### src/rtl/fip_32_div_seq.sv
// ----------------------------------------------------------------------------
// fip_32_div_seq
// Sequential signed fixed-point divider, Q(32-FRA_BITS).FRA_BITS format.
// One radix-2 restoring step per clock. Valid/ready handshake on both sides.
// The quotient is truncated toward zero.
//
// Parameters:
//   FRA_BITS  fractional bits of operands and result (must be >= 1)
//   SAT       1: saturate on overflow; 0: wrap to the low 32 bits
//
// Ports:
//   i_clk    clock, rising edge
//   i_rst    asynchronous active-high reset
//   i_valid  operand pair valid
//   o_ready  divider idle and able to accept operands
//   i_x      signed dividend
//   i_y      signed divisor
//   o_valid  result valid (held until i_ready)
//   i_ready  consumer accepts the result
//   o_z      signed quotient
//   o_div0   result came from a zero divisor
//   o_ovf    quotient exceeded the 32-bit range
// ----------------------------------------------------------------------------
module fip_32_div_seq #(
    parameter int FRA_BITS = 16,
    parameter bit SAT      = 1'b1
) (
    input  logic        i_clk,
    input  logic        i_rst,
    input  logic        i_valid,
    output logic        o_ready,
    input  logic [31:0] i_x,
    input  logic [31:0] i_y,
    output logic        o_valid,
    input  logic        i_ready,
    output logic [31:0] o_z,
    output logic        o_div0,
    output logic        o_ovf
);

    localparam int N  = 32 + FRA_BITS;
    localparam int CW = $clog2(N);

    typedef enum logic [1:0] {
        IDLE = 2'd0,
        CALC = 2'd1,
        DONE = 2'd2
    } state_t;

    state_t          state;
    logic            sign;       // result sign, or the dividend sign on divide-by-zero
    logic            div0_pend;  // zero divisor: CALC lasts one cycle and skips the quotient
    logic [31:0]     ay;         // |y|
    logic [N-1:0]    d;          // shifted dividend |x| << FRA_BITS
    logic [31:0]     r;          // partial remainder, always < |y| <= 2^31
    logic [N-1:0]    q;          // quotient magnitude being assembled
    logic [CW-1:0]   cnt;

    // Operand magnitudes; |0x80000000| = 2^31 fits in 32 unsigned bits.
    logic [31:0] ax_c, ay_c;
    assign ax_c = i_x[31] ? (~i_x + 32'd1) : i_x;
    assign ay_c = i_y[31] ? (~i_y + 32'd1) : i_y;

    // One restoring step.
    logic [32:0]  r_sh, r_sub;
    logic         ge;
    logic [31:0]  r_nxt;
    logic [N-1:0] q_nxt;

    assign r_sh  = {r, d[N-1]};
    assign ge    = (r_sh >= {1'b0, ay});
    assign r_sub = r_sh - {1'b0, ay};
    assign r_nxt = ge ? r_sub[31:0] : r_sh[31:0];
    assign q_nxt = {q[N-2:0], ge};

    // Result formation from the final quotient magnitude.
    logic        ovf_c;
    logic [31:0] neg_c, wrap_c, sat_c, z_c;

    // A negative result may reach exactly 2^31; a positive one only 2^31-1.
    assign ovf_c  = sign ? ((|q_nxt[N-1:32]) | (q_nxt[31] & (|q_nxt[30:0])))
                         : (|q_nxt[N-1:31]);
    assign neg_c  = ~q_nxt[31:0] + 32'd1;
    assign wrap_c = sign ? neg_c : q_nxt[31:0];
    assign sat_c  = sign ? 32'h8000_0000 : 32'h7FFF_FFFF;
    assign z_c    = (ovf_c && SAT) ? sat_c : wrap_c;

    assign o_ready = (state == IDLE) & ~i_rst;

    always_ff @(posedge i_clk or posedge i_rst) begin
        if (i_rst) begin
            state     <= IDLE;
            sign      <= 1'b0;
            div0_pend <= 1'b0;
            ay        <= '0;
            d         <= '0;
            r         <= '0;
            q         <= '0;
            cnt       <= '0;
            o_valid   <= 1'b0;
            o_z       <= '0;
            o_div0    <= 1'b0;
            o_ovf     <= 1'b0;
        end else begin
            case (state)
                IDLE: begin
                    if (i_valid) begin
                        state <= CALC;
                        r     <= '0;
                        q     <= '0;
                        ay    <= ay_c;
                        d     <= {ax_c, {FRA_BITS{1'b0}}};
                        if (i_y == 32'd0) begin
                            // Single pass through CALC gives the one-cycle latency.
                            div0_pend <= 1'b1;
                            sign      <= i_x[31];
                            cnt       <= '0;
                        end else begin
                            div0_pend <= 1'b0;
                            sign      <= i_x[31] ^ i_y[31];
                            cnt       <= CW'(N - 1);
                        end
                    end
                end

                CALC: begin
                    r <= r_nxt;
                    q <= q_nxt;
                    d <= d << 1;
                    if (cnt == '0) begin
                        state   <= DONE;
                        o_valid <= 1'b1;
                        if (div0_pend) begin
                            o_z    <= sat_c;
                            o_div0 <= 1'b1;
                            o_ovf  <= 1'b0;
                        end else begin
                            o_z    <= z_c;
                            o_div0 <= 1'b0;
                            o_ovf  <= ovf_c;
                        end
                    end else begin
                        cnt <= cnt - CW'(1);
                    end
                end

                DONE: begin
                    if (i_ready) begin
                        state   <= IDLE;
                        o_valid <= 1'b0;
                        o_z     <= '0;
                        o_div0  <= 1'b0;
                        o_ovf   <= 1'b0;
                    end
                end

                default: state <= IDLE;
            endcase
        end
    end

endmodule

### config.mk
export PLATFORM = sky130hd
export DESIGN_NAME = fip_32_div_seq
export DESIGN_NICKNAME = d
export VERILOG_FILES = /design/src/rtl/fip_32_div_seq.sv
export SDC_FILE = /design/constraint.sdc
export NUM_CORES = 1
export LEC_CHECK = 0
export ABC_AREA = 1
export CORE_ASPECT_RATIO = 1.5
export CORE_MARGIN = 4
export CORE_UTILIZATION = 35
export CTS_CLUSTER_DIAMETER = 100
export DETAILED_ROUTE_END_ITERATION = 6
export GPL_TIMING_DRIVEN = 0
export MAX_ROUTING_LAYER = met4
export PLACE_DENSITY_LB_ADDON = 0.08
export SYNTH_ARGS = -nofsm -noshare
export SYNTH_HDL_FRONTEND = slang
export SYNTH_SLANG_ARGS = --single-unit
export TNS_END_PERCENT = 5
### constraint.sdc
create_clock -name i_clk -period 6.49 [get_ports i_clk]
set_clock_uncertainty 0.2 [all_clocks]
set_input_delay 0.649 -clock i_clk [delete_from_list [all_inputs] [get_ports i_clk]]
set_output_delay 0.649 -clock i_clk [all_outputs]
set_load 0.005 [all_outputs]
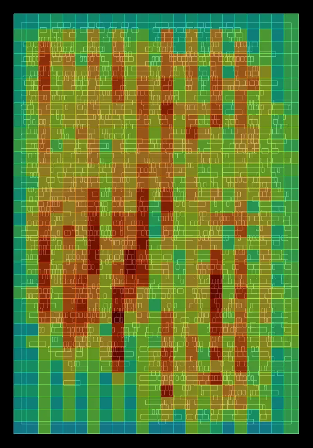
(images/congestion_map.png)
Routed WL per cell: 17.9 µm
GR Layer Usage met1: 0.239
Total Routing Usage GR: 0.218

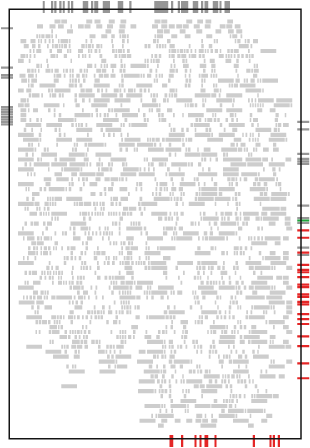
(images/pinout.png)
Pins as bars across the die edge, other pins in grey.
legend:
  green:
    port: o_ready
    pins: 1
    direction: output
    edge: right
  red:
    port: o_z
    pins: 32
    direction: output
    edge: 20 right, 12 bottom

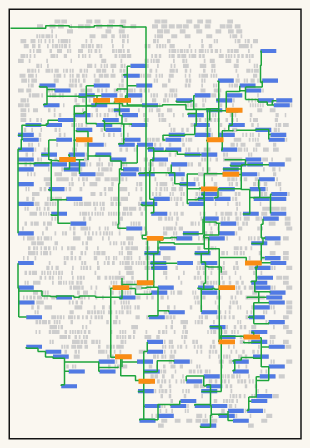
(images/clock_wires.png)
legend:
  orange:
    item: clock-net drivers
    count: 17
  blue:
    item: flip-flops
    count: 188
  green:
    item: clock wires
    length: 2,720 µm
routed clock nets: 18
power share of the clock group: 0.136
Power Clock: 0.00117 W

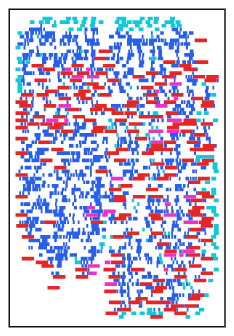
(images/class_map.png)
legend:
  blue:
    class: remaining logic cells
    cells: 1,435
  magenta:
    class: clock drivers and dummy loads
    cells: 32
  red:
    class: registers
    cells: 188
  cyan:
    class: remaining buffers and delay cells
    cells: 165
area of the core region: 34,300 µm²
Util after Layout: 0.420
Cell Rows: 83
Design Area, Final: 14,400 µm²

==> notes.md <==
The count of cells in the finished layout, fillers not included, comes to 2,245. The run gives 31.6 mm as the post-detailed-placement half-perimeter wirelength. The overall power was 0.00861 W. The first global-routing pass estimated 63.6 mm of wire. The logs give 0.354 for the initial standard-cell utilization of the core and 0.387 for the register area share after synthesis. With the static leakage at 6.78 nW, the critical path's largest stage delay is 0.39 ns. Per the cell usage report, the commonest logic cell in the layout is sky130_fd_sc_hd__nand2_1. With the proportion of synthesized area in mux cells at 0, the count of inverters not on the clock network in the layout is 217. The number of routed nets with antenna violations was 0.

With the synthesized-area fraction occupied by ao, oa, aoi and oai cells at 0.173, the total clock buffers created by CTS is 17. At the worst endpoint, the required time is 6.68 ns. The logs give 970 µm for the met3 wirelength from detailed routing and 0.00535 W for the combinational group power. The count of final setup violators was 0; the antenna cell count was 0. Per the GRT congestion report, total overflow comes to 0.

The run gives 0 as the post-CTS setup buffer count. The simple logic cell fraction of the synthesized area was 0.260; the total routed wirelength was 40.1 mm. The layout report lists the combined flip-flop and latch area as 4700 µm². According to the floorplan report, the die width is 160 µm.

The synthesis report names the predominant flop master as sky130_fd_sc_hd__dfrtp_1. The post-route met1 wirelength is 15.9 mm. The internal portion of the total power is 0.00434 W. The smallest clock period supported by the final layout is computed as 4.29 ns.

Input and output buffers added on the ports amount to 102. The xor/xnor share of the synthesized area was 0.0476. The maximum number of buffers from clock root to sink was 2; the flip-flop and latch count after synthesis was 188. The finished design was reported to have a net count of 1,914. The tools report the final worst setup slack as 2.20 ns. The flip-flop count of the largest register, all copies and words added works out to 47. On the critical path, the stage with the largest delay is an instance of sky130_fd_sc_hd__dfrtp_1.

The run gives 233 MHz as the fmax. Hold repair after CTS inserted 0 buffers. The part of the power in combinational logic came out at 0.622. The clock transition at the registers of the reported paths is 0.08 ns.

The combinational gate area came out at 6340 µm². The most common logic cells in the final layout are sky130_fd_sc_hd__nand2_1, sky130_fd_sc_hd__inv_1, sky130_fd_sc_hd__dfrtp_1, sky130_fd_sc_hd__nor2_1, sky130_fd_sc_hd__o21ai_0. The die outline height is 236 µm, and the number of top-level pins is 104.

The commonest cells after synthesis are sky130_fd_sc_hd__nand2_1, sky130_fd_sc_hd__inv_1, sky130_fd_sc_hd__dfrtp_1. By instance count, the leading cell after synthesis is sky130_fd_sc_hd__nand2_1. The logs give 0 for the number of endpoints with negative hold slack in the final report and 1,218 for the number of multi-input combinational cells. The run gives 0.00427 W as the net load switching power. The tools report the initial antenna violation count as 0. The number of distinct library cells after synthesis came out at 55. The worst-case hold slack is 0.278 ns. For the global routing met3 resource utilization, the log shows 0.0266. Pre-CTS setup slack: 2.14 ns. The synthesized chip area reported by yosys came out at 12,100 µm².

The tools report the detailed-routed wire length on met2 as 21.8 mm. Across the run, the number of max-cap violations was 0. Entering global routing, the biggest net connects 106 pins.

The signal arrival time at the worst endpoint was 4.48 ns. The run gives 0 for the number of enable-type register cells in the synthesized netlist. The dominant delay contributor by cell family on the critical path is simple AND/OR/NAND/NOR gates. The run finished with clean final reports. For this floorplan the total number of well-tap instances is 425.

The non-clock buffer contribution to total cell area came out at 0.0933. Across all stage logs, warnings added up to 29. For this design, Yosys synthesis ends with a cell count of 1,685. The clock-cell share of area is 0.0449, and the total placed instance area is 13,700 µm². With the adder-cell share of the synthesized area at 0.0408, the net switching fraction of the power is 0.496.

The run gives 11,700 as the via count of the first global-routing pass. Per the detail_route report, DRC violations left total 0. After synthesis, the largest family of logic cells by area is simple AND/OR/NAND/NOR gates. After synthesis, the mean cell area works out to 7.21 µm². The dominant kind of cell is logic gates. Per the skew report, the later register of the worst-skew pair sees a clock latency of 0.46 ns. The run gives 0.00209 W for the power in sequential cells.

The worst setup path is captured at a register. The total of fill cells in the finished design is 3,635, and the top-area cell type share of the netlist area is 0.387. TritonCTS built the clock tree.

For this block, the via count after detailed routing is 11,500. The DRC violation total after the first TritonRoute iteration was 563; the final max-slew violation count was 0. The number of clock buffers in the layout is 17, and the number of gates resized after cts is 0.

For the pin with the worst max-slew slack, the measured transition is 1.00 ns. The tools report the worst max-slew margin expressed relative to the limit as 0.327. The category of the worst setup path launch point is a register. Per the layout report, the design carries 165 non-clock buffers. The total nets after synthesis is 1,792. Largest area contributor in the synthesized netlist: sky130_fd_sc_hd__dfrtp_1. In this run the number of H-tree levels came out at 4.

Once placement completed, the tool counted placed cells totaling 2,213. The report shows a maximum critical-path fanout of 10. The run gives 0.441 for the multi-input gate share of total cell area. By area the synthesized netlist is led by sky130_fd_sc_hd__dfrtp_1, sky130_fd_sc_hd__nand2_1, sky130_fd_sc_hd__inv_1, sky130_fd_sc_hd__o21ai_0, sky130_fd_sc_hd__nor2_1.

Group drawing the most power: combinational logic. The root cell of the clock tree was sky130_fd_sc_hd__clkbuf_16. After detailed routing, no signal wire sits above met4. The proportion of register bits with asynchronous set or reset after synthesis works out to 1.00. Setup repair after global routing left no endpoint under its margin. The share of the clock period used by the worst path after layout came out at 0.661. Traced cell by cell, the critical path runs through inv_1 > ha_1 > nand2_2 > inv_1 > a21oi_2 > nand3_2 > nand2_2 > a21oi_1 > nor2_1 > buf_6 > nand4_2 > or3_1 > ha_1 > nor3_1 > nand3_1 > nand2_1 > nand3_1 > clkinv_1 > clkbuf_2 > o21ai_0 > nand2_1. Routing layer with the top usage in global route: met2. The final weighted congestion recorded by global placement is 0.930. The CTS sink count is 188, and the flop share of the area is 0.327. The first-pass detailed-route iteration total was 5. Worst-case vdd ir drop: 293 µV. Share of post-route cells with drive strength above 1: 0.0511. The die outline area came out at 37,800 µm².

The register share of total power was 0.243; the buffer and inverter count on the worst path was 5. The warning tally printed by Yosys for this design is 0. Area added between synthesis and finish: 18.4%. The routed design shows a via density per instance of 5.13.

Per the post-synthesis report, the number of cells in the design is 1,685. STA reports the tightest min-delay check as being of type register to register. The setup path with the least slack is of type register to register. The flow reported a cell area power density of 598 nW/µm². According to the cell report, flip-flops and latches in the layout number 188. The mapped netlist covers 12,100 µm². q holds more flip-flops than any other register.
-- final timing paths --
kind                                startpoint                   to  slack, ns  depth (start not counted)
max                          ay[8]$_DFFE_PP0P_   o_z[0]$_DFFE_PP0P_       2.20                         21
min                        o_z[19]$_DFFE_PP0P_  o_z[19]$_DFFE_PP0P_       0.28                          2
max reg2reg                  ay[8]$_DFFE_PP0P_   o_z[0]$_DFFE_PP0P_       2.20                         21
min reg2reg                o_z[19]$_DFFE_PP0P_  o_z[19]$_DFFE_PP0P_       0.28                          2
max in group asynchronous                i_rst     r[9]$_DFFE_PP0P_       4.58                          3
min in group asynchronous                i_rst  o_z[31]$_DFFE_PP0P_       0.56                          2
Power and IR drop assume default switching activity.
